**Run 1: power grid**

Scale bar: 20 µm. Pins as bars on the die edge. Tap cells in grey.
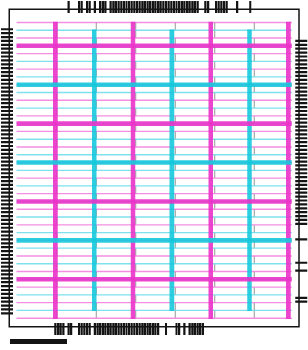
**Run 1: cell classes on the final placement**

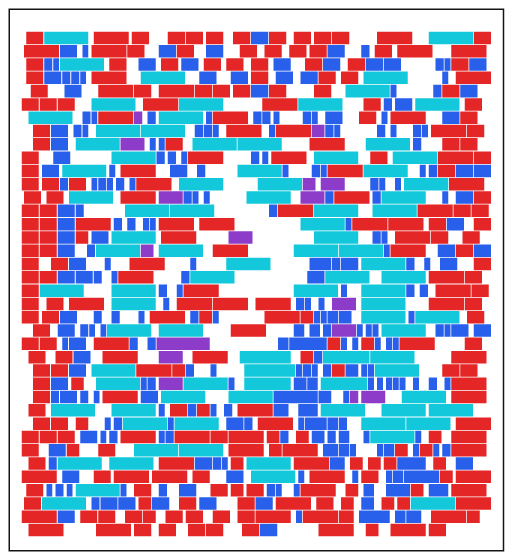
**Run 1: clock network drawn from the DEF**

Scale bar: 20 µm.
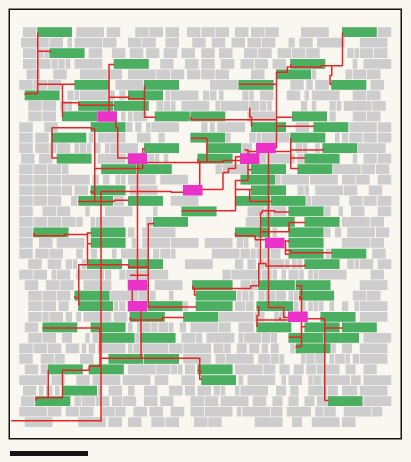
**Run 1: routed metal, one colour a layer**

Scale bar: 20 µm. Two of the layers only.
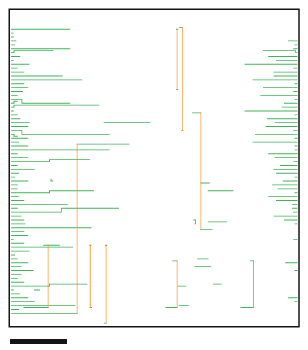
<file path="config.mk">
export PLATFORM = sky130hd
export DESIGN_NAME = instr_reg_write_arb
export DESIGN_NICKNAME = d
export VERILOG_FILES = /design/src/rtl/instr_reg_write_arb.sv
export SDC_FILE = /design/constraint.sdc
export NUM_CORES = 1
export LEC_CHECK = 0
export CAP_MARGIN = 20
export CORE_ASPECT_RATIO = 1.1
export CORE_MARGIN = 2
export CORE_UTILIZATION = 40
export CTS_BUF_LIST = sky130_fd_sc_hd__clkbuf_4 sky130_fd_sc_hd__clkbuf_8
export DETAILED_ROUTE_END_ITERATION = 6
export PLACE_DENSITY_LB_ADDON = 0.1
export SYNTH_ARGS = -nofsm -noshare
export SYNTH_HDL_FRONTEND = slang
export SYNTH_SLANG_ARGS = --single-unit
export TNS_END_PERCENT = 20
</file>
<file path="constraint.sdc">
create_clock -name clk -period 1.7 [get_ports clk]
set_input_delay 0.425 -clock clk [delete_from_list [all_inputs] [get_ports clk]]
set_output_delay 0.425 -clock clk [all_outputs]
set_load 0.1 [all_outputs]
</file>
<file path="src/rtl/instr_reg_write_arb.sv">
// Two-port write arbiter feeding a 32-entry instruction register.
// Requester A and B compete for one write slot per cycle. When both are valid,
// a priority token decides the winner and then passes to the loser. The granted
// opcode and operands are registered and presented with load_en one cycle later.
// When WRAP_EN = 0 the arbiter stops accepting once 32 entries are written and
// waits for clear. When WRAP_EN = 1 it keeps accepting and overwrites from 0.
//
// state | meaning
// IDLE  | no transfer accepted last cycle
// WRITE | a transfer was accepted last cycle (load_en high now)
// FULL  | 32 entries written with wrapping disabled; only clear leaves

module instr_reg_write_arb #(
    parameter bit WRAP_EN = 1'b1
) (
    input  logic               clk,
    input  logic               reset_n,
    input  logic               clear,
    input  logic               req_a_valid,
    input  logic               req_b_valid,
    output logic               req_a_ready,
    output logic               req_b_ready,
    input  logic [3:0]         req_a_opcode,
    input  logic [3:0]         req_b_opcode,
    input  logic signed [31:0] req_a_operand_a,
    input  logic signed [31:0] req_a_operand_b,
    input  logic signed [31:0] req_b_operand_a,
    input  logic signed [31:0] req_b_operand_b,
    output logic               load_en,
    output logic [4:0]         write_pointer,
    output logic [3:0]         opcode,
    output logic signed [31:0] operand_a,
    output logic signed [31:0] operand_b,
    output logic [5:0]         entry_count,
    output logic               full,
    output logic               grant_id
);

    typedef enum logic [1:0] {
        S_IDLE  = 2'd0,
        S_WRITE = 2'd1,
        S_FULL  = 2'd2
    } state_t;

    localparam logic [5:0] COUNT_MAX = 6'd32;

    state_t             state_q, state_d;
    logic [4:0]         ptr_q, ptr_d;
    logic [5:0]         count_q, count_d;
    logic               token_q, token_d;
    logic               load_en_q, load_en_d;
    logic [4:0]         wp_q, wp_d;
    logic [3:0]         op_q, op_d;
    logic signed [31:0] opa_q, opa_d;
    logic signed [31:0] opb_q, opb_d;
    logic               gid_q, gid_d;

    logic accept_ok;
    logic grant_a;
    logic grant_b;
    logic xfer;
    logic stop_now;

    // Ready is purely combinational; reset_n is folded in so no handshake
    // can complete while the block is held in reset.
    always_comb begin
        accept_ok   = reset_n & ~clear & (state_q != S_FULL);
        grant_b     = req_b_valid & (~req_a_valid | token_q);
        grant_a     = req_a_valid & ~grant_b;
        req_a_ready = accept_ok & grant_a;
        req_b_ready = accept_ok & grant_b;
        xfer        = req_a_ready | req_b_ready;
    end

    // Next-state computation for pointer, count, token, write data and FSM.
    always_comb begin
        ptr_d     = ptr_q;
        count_d   = count_q;
        token_d   = token_q;
        load_en_d = 1'b0;
        wp_d      = wp_q;
        op_d      = op_q;
        opa_d     = opa_q;
        opb_d     = opb_q;
        gid_d     = gid_q;
        state_d   = state_q;
        stop_now  = 1'b0;

        if (clear) begin
            ptr_d   = 5'd0;
            count_d = 6'd0;
            token_d = 1'b0;
            state_d = S_IDLE;
        end else begin
            if (xfer) begin
                load_en_d = 1'b1;
                wp_d      = ptr_q;
                gid_d     = req_b_ready;
                op_d      = req_b_ready ? req_b_opcode    : req_a_opcode;
                opa_d     = req_b_ready ? req_b_operand_a : req_a_operand_a;
                opb_d     = req_b_ready ? req_b_operand_b : req_a_operand_b;
                ptr_d     = ptr_q + 5'd1;
                count_d   = (count_q == COUNT_MAX) ? COUNT_MAX : count_q + 6'd1;
                // Token goes to whichever side lost (or did not ask) this time.
                token_d   = ~req_b_ready;
                stop_now  = !WRAP_EN && (count_d == COUNT_MAX);
            end

            case (state_q)
                S_IDLE, S_WRITE: begin
                    if (xfer)
                        state_d = stop_now ? S_FULL : S_WRITE;
                    else
                        state_d = S_IDLE;
                end
                S_FULL:  state_d = S_FULL;
                default: state_d = S_IDLE;
            endcase
        end
    end

    // State and registered outputs; an async reset drops any pending write.
    always_ff @(posedge clk or negedge reset_n) begin
        if (!reset_n) begin
            state_q   <= S_IDLE;
            ptr_q     <= 5'd0;
            count_q   <= 6'd0;
            token_q   <= 1'b0;
            load_en_q <= 1'b0;
            wp_q      <= 5'd0;
            op_q      <= 4'd0;
            opa_q     <= 32'sd0;
            opb_q     <= 32'sd0;
            gid_q     <= 1'b0;
        end else begin
            state_q   <= state_d;
            ptr_q     <= ptr_d;
            count_q   <= count_d;
            token_q   <= token_d;
            load_en_q <= load_en_d;
            wp_q      <= wp_d;
            op_q      <= op_d;
            opa_q     <= opa_d;
            opb_q     <= opb_d;
            gid_q     <= gid_d;
        end
    end

    assign load_en       = load_en_q;
    assign write_pointer = wp_q;
    assign opcode        = op_q;
    assign operand_a     = opa_q;
    assign operand_b     = opb_q;
    assign entry_count   = count_q;
    assign full          = (count_q == COUNT_MAX);
    assign grant_id      = gid_q;

endmodule

</file>
==> qor.yml, run 1 <==
status: "finished, violations left"
violations: "negative setup slack"
min_period_ns: 2.00
antenna_found_initial: 0
placed_area_um2: 7570
layout.area.comb_um2: 1770
synth_top_cell_by_area: "dfrtp_1"
reg2reg_slack_ns: 0.08
synth.top_cell.area_share_pct: 54.1
hold_path.class: "primary input to flop"
slew_headroom_pct: 57.2
grt_max_degree: 50
power_density_nw_per_um2: 1120
power_mw: 8.75
nets: 791
routed_via_density: 4.95
min_from: "clear"
die_width_um: 101
cts_tree: "yes"
areaGrowthSynthToFinish_pct: 90.3
final_area_um2: 7840
fin_ws_ns: -0.297
critPathLaunch: "entry_count[1]"
syn_area_um2: 4120
setup_viol: 2
drt_wl_total_um: 12500
xor_share_pct: 0.213
simple_gate_share_pct: 11.8
ys.flops: 89
ys_area_um2: 4120
fmaxAchievable_ghz: 0.501
routedWlPerCell_um: 16.2
io_buffers: 224
About 'power grid':
[cyan] VDD
[magenta] VSS
met5 straps: 7
met4 straps: 7

About 'cell classes on the final placement':
[red] remaining buffers and delay cells | cells: 264 | share of their area: 45%
[purple] clock drivers and dummy loads | cells: 16 | share of their area: 2.6%
[blue] remaining logic cells | cells: 283 | share of their area: 23%
[cyan] registers | cells: 89 | share of their area: 29%

About 'clock network drawn from the DEF':
[magenta] clock-net drivers | count: 9
[green] flip-flops | count: 89
[red] clock wires | length: 1050 µm
flops lie: spread over the die
routed clock nets: 10

About 'routed metal, one colour a layer':
[green] M3 | wire length: 1080 µm
[orange] M4 | wire length: 260 µm

run 1: flip-flops by register name, indices dropped and copies added (netlist names):
signal         count
entry_count        6
grant_id           1
load_en            1
opcode             4
operand_a         32
operand_b         32
ptr_q              5
state_q            2
token_q            1
write_pointer      5
run 1: cell usage after synthesis, drive strengths merged, types with 2 or more instances:
cell type   n
buf        19
clkbuf      6
dfrtp      89
ha          3
inv         5
mux2i      70
nand2      97
nand2b      4
nand3       5
nand4       2
nor2        7
o21ai      74
o311ai      2
o31ai       4
run 1: power groups by stage:
stage                     clock network (mW)  registers, mW  logic (mW)
after floorplan                            0           4.78       0.483
final                                   1.46           2.75        4.53
after CTS                               1.49           2.76        4.57
after detailed placement                   0           2.80        4.55
after global routing                    1.60           2.79        4.69
after global placement                     0           2.78        4.50
run 1: per-layer routing:
metal | wire, µm | vias up | GRT usage (%) | part of all wire (%)
li1 | - | 1857 | - | -
met1 | 4340 | 1779 | 23.9 | 35
met2 | 6800 | 168 | 42.6 | 55
met3 | 1080 | 19 | 7.28 | 8.6
met4 | 260 | 0 | 9.41 | 2.1
met5 | 0 | - | 0 | 0
run 1: worst min-delay path by stage:
stage / cells past startpoint / slack, ns / endpoint
detailed placement: 2 / 0.34 / entry_count[4]
global route: 3 / 0.49 / state_q[1]
CTS: 3 / 0.46 / state_q[1]
floorplan: 0 / 0.13 / entry_count[2]
global placement: 2 / 0.33 / state_q[1]
finish: 3 / 0.48 / state_q[1]
run 1: cell type report:
cell class	count	share of cell area (%)
sequential	89	28.6
timing repair buffer	264	44.1
multi-input combinational	278	22.6
clock buffer	11	1.85
tap	120	1.92
clock inverter	5	0.702
inverter	5	0.335
run 1: critical path, cell delays in order (launching register included):
cell	delay, ns
dfrtp_4	0.50
inv_4	0.07
ha_4	0.13
nand2_4	0.05
nor4_4	0.25
buf_12	0.22
## Run 2: what changed since run 1
CAP_MARGIN = default   (was 20)
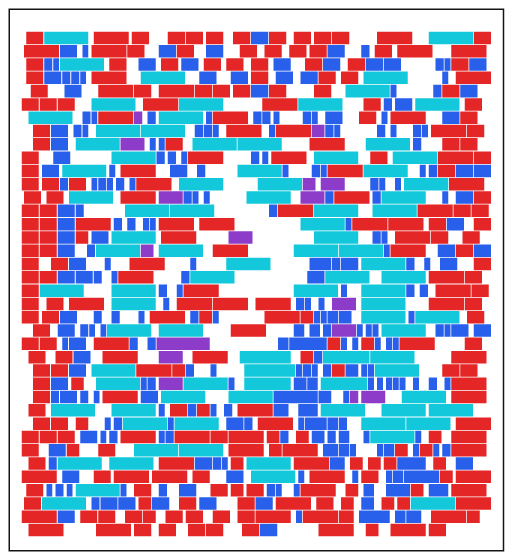
**Above:** run 2 (cell classes on the final placement).
[cyan] registers | cells: 89 | share of their area: 29%
[purple] clock drivers and dummy loads | cells: 16 | share of their area: 2.6%
[red] remaining buffers and delay cells | cells: 264 | share of their area: 45%
[blue] remaining logic cells | cells: 283 | share of their area: 23%

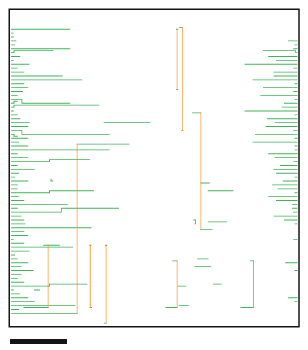
**Above:** run 2 (routed metal, one colour a layer).
Scale bar: 20 µm. Two of the layers only.
[green] M3 | wire length: 1080 µm
[orange] M4 | wire length: 260 µm

==> qor.yml, run 2 <==
cp_cell_sequence: "inv_4 > ha_4 > nand2_4 > nor4_4 > buf_12"
slew_headroom_pct: 57.2
clock_path_buffers: 2
cts_tree: "yes"
max_stage_delay_ns: 0.50
violations: "negative setup slack"
path_buffers: 2
areaGrowthSynthToFinish_pct: 90.3
power_mw: 8.75
min_period_ns: 2.00
layout.area.comb_um2: 1770
synth.top_cell.area_share_pct: 54.1
status: "finished, violations left"
cp_top_family: "flip-flops"
die_width_um: 101
cpMaxStageDelayCell: "dfrtp_4"
peakVddDrop_v: 0.000699
setup_viol: 2
io_buffers: 224
synthArstFlopShare_pct: 100
drt_wl_total_um: 12500
common_cells: "nand2_1 (97), dfrtp_1 (89), mux2i_1 (70)"
ys_cells: 397
power_density_nw_per_um2: 1120
grt_max_degree: 50
fin_ws_ns: -0.297
fmaxAchievable_ghz: 0.501
synth_top_cell_by_count: "nand2_1"
synthCells: 397
placed_area_um2: 7570
maxPowerGroup: "combinational cells"
final_area_um2: 7840
routedWlPerCell_um: 16.2
syn_area_um2: 4120
routed_via_density: 4.95
rsz0062_at_grt: "yes"
nets: 791
antenna_found_initial: 0
p_clk_mw: 1.46
ys_area_um2: 4120
synth_top_cell_by_area: "dfrtp_1"
clkTransAtPathRegs_ns: 0.09
comb_cell_power_mw: 4.53
hold_path.class: "primary input to flop"
ys.flops: 89
-- run 2: per-stage QoR --
| stage | hold WS [ns] | util [%] |
|---|---|---|
| after floorplan | 0.129 | - |
| after detailed placement | 0.340 | 76.2 |
| after CTS | 0.464 | 78.8 |
| final | 0.481 | 78.9 |
| after global routing | 0.485 | 78.9 |
| after global placement | 0.332 | 76.2 |
-- run 2: repair_timing --
action / CTS / global route
buffers inserted: 3 / 0
pin swaps: 5 / 1
endpoints found under the hold margin: 2 / 0
setup endpoints to repair: 23 / 3
gates resized: 15 / 2
hold buffers: 1 / 0
-- run 2: metal layers --
layer,share of wire [%],vias up,wire (µm),track usage [%]
met5,0,-,0,0
met4,2.1,0,260,9.41
met3,8.6,19,1080,7.28
met2,55,168,6800,42.6
met1,35,1779,4340,23.9
li1,-,1857,-,-
-- run 2: final timing paths --
path,from,cells past startpoint,end
worst max register to register,token_q,6,operand_a[27]
worst min-delay path,clear,3,state_q[1]
worst min register to register,ptr_q[4],1,ptr_q[4]
min in group asynchronous,reset_n,3,entry_count[4]
max in group asynchronous,reset_n,4,entry_count[1]
worst max-delay path,entry_count[1],5,full
-- run 2: layout make-up --
type	instances	share of cell area [%]
clock buffer	11	1.85
clock inverter	5	0.702
inverter	5	0.335
multi-input combinational	278	22.6
sequential	89	28.6
tap	120	1.92
timing repair buffer	264	44.1
-- run 2: cell families (layout without fill, tap and decap cells) --
logic type,count (synthesis),in the layout,synth area share (%)
fa+ha+maj,3,3,0.911
compound gates,85,85,11.0
flops,89,89,54.1
buf+inv,30,285,5.04
mux,70,70,17.0
simple gates,119,119,11.8
xor+xnor,1,1,0.213
-- run 2: tightest hold or removal path: cells and delay by family --
family / cells / cell delay, ns
buffers and inverters: 2 / 0.32
and+or+nand+nor: 1 / 0.04
## Run 3: what changed since run 2
HOLD_SLACK_MARGIN = 0.08   (was default)
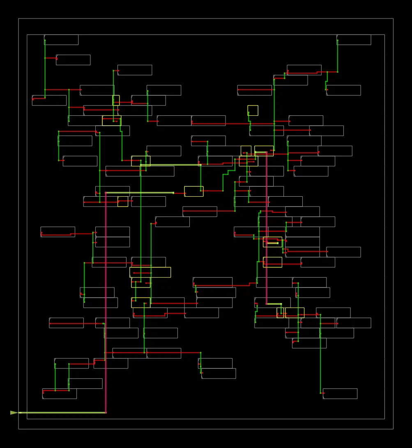
**Above:** run 3 (the clock network).
Fin Clk Skew: 0.00906 ns
total CTS buffers: 9
Latency at later pin: 0.35 ns
Clk power: 1.46 mW

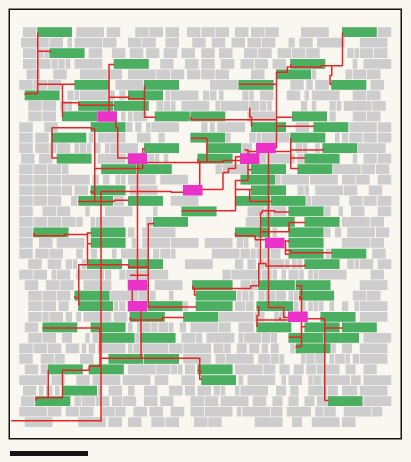
**Above:** run 3 (clock network drawn from the DEF).
Scale bar: 20 µm.
[green] flip-flops | count: 89
[magenta] clock-net drivers | count: 9
[red] clock wires | length: 1050 µm
routed clock nets: 10

==> qor.yml, run 3 <==
clkTransAtPathRegs_ns: 0.09
fmaxAchievable_ghz: 0.501
io_buffers: 224
wl_met1_um: 4340
cp_cell_sequence: "inv_4 > ha_4 > nand2_4 > nor4_4 > buf_12"
path_buffers: 2
cts_tree: "yes"
nets: 791
wl_met3_um: 1080
status: "finished, violations left"
utilization_pct: 78.9
power_mw: 8.75
rr_endpoint: "operand_a[27]"
fin_ws_ns: -0.297
setup_viol: 2
slew_headroom_pct: 57.2
min_period_ns: 2.00
grt_use_met1_pct: 23.9
ys_sh_mux_pct: 17.0
topCombFamilyByArea: "multiplexers"
fa_ha_area_share_pct: 0.911
ys_cells: 397
die_width_um: 101
use_met3_pct: 7.28
syn_area_um2: 4120
cpMaxStageDelayCell: "dfrtp_4"
synthAoiAreaFrac_pct: 11.0
min_from: "clear"
hold_path_end: "state_q[1]"
synthCells: 397
violations: "negative setup slack"
simple_gate_share_pct: 11.8
r2r_cells: 6
hold_path.class: "primary input to flop"
synthArstFlopShare_pct: 100
grt_busiest_layer: "met2"
grt_max_degree: 50
ys.flops: 89
top_layer: "met4"
## run 3: cell counts after synthesis
Identical to the previous run, type by type.
## run 3: cell type report
| cell class | instances | area (µm²) | share of cell area, % |
|---|---|---|---|
| Clock inverter | 5 | 55.1 | 0.702 |
| Inverter | 5 | 26.3 | 0.335 |
| Timing Repair Buffer | 264 | 3460 | 44.1 |
| Multi-Input combinational cell | 278 | 1770 | 22.6 |
| Sequential cell | 89 | 2240 | 28.6 |
| Tap cell | 120 | 150 | 1.92 |
| Clock buffer | 11 | 145 | 1.85 |
## run 3: logic make-up after synthesis
kind of cell	Yosys count
adders and majority gates	3
DFF	89
muxes	70
AOI/OAI and AO/OA	85
xor gates and xnor gates	1
buffers and inverters	30
and+or+nand+nor	119
## run 3: worst max-delay path by stage
| stage | start | end | slack [ns] | cells past startpoint |
|---|---|---|---|---|
| global route | entry_count[1] | full | -0.36 | 5 |
| detailed placement | req_a_valid | operand_a[27] | -0.43 | 7 |
| global placement | clear | req_a_ready | -0.39 | 5 |
| finish | entry_count[1] | full | -0.30 | 5 |
| floorplan | entry_count[1] | entry_count[3] | -0.77 | 6 |
| CTS | entry_count[1] | full | -0.29 | 5 |
## run 3: power groups by stage
stage          Combinational (mW)  Clock [mW]  Sequential, mW
6_report                     4.53        1.46            2.75
5_1_grt                      4.69        1.60            2.79
4_1_cts                      4.57        1.49            2.76
3_5_place_dp                 4.55           0            2.80
3_3_place_gp                 4.50           0            2.78
2_1_floorplan               0.483           0            4.78
## run 3: what timing repair did
| action | 4_1_cts | 5_1_grt |
|---|---|---|
| pin swaps | 5 | 1 |
| setup buffers | 3 | 0 |
| endpoints found under the hold margin | 2 | 0 |
| hold buffers | 1 | 0 |
| endpoints found under the setup margin | 23 | 3 |
| resized | 15 | 2 |
No activity file was given, so power comes from the tool's default toggle rates.
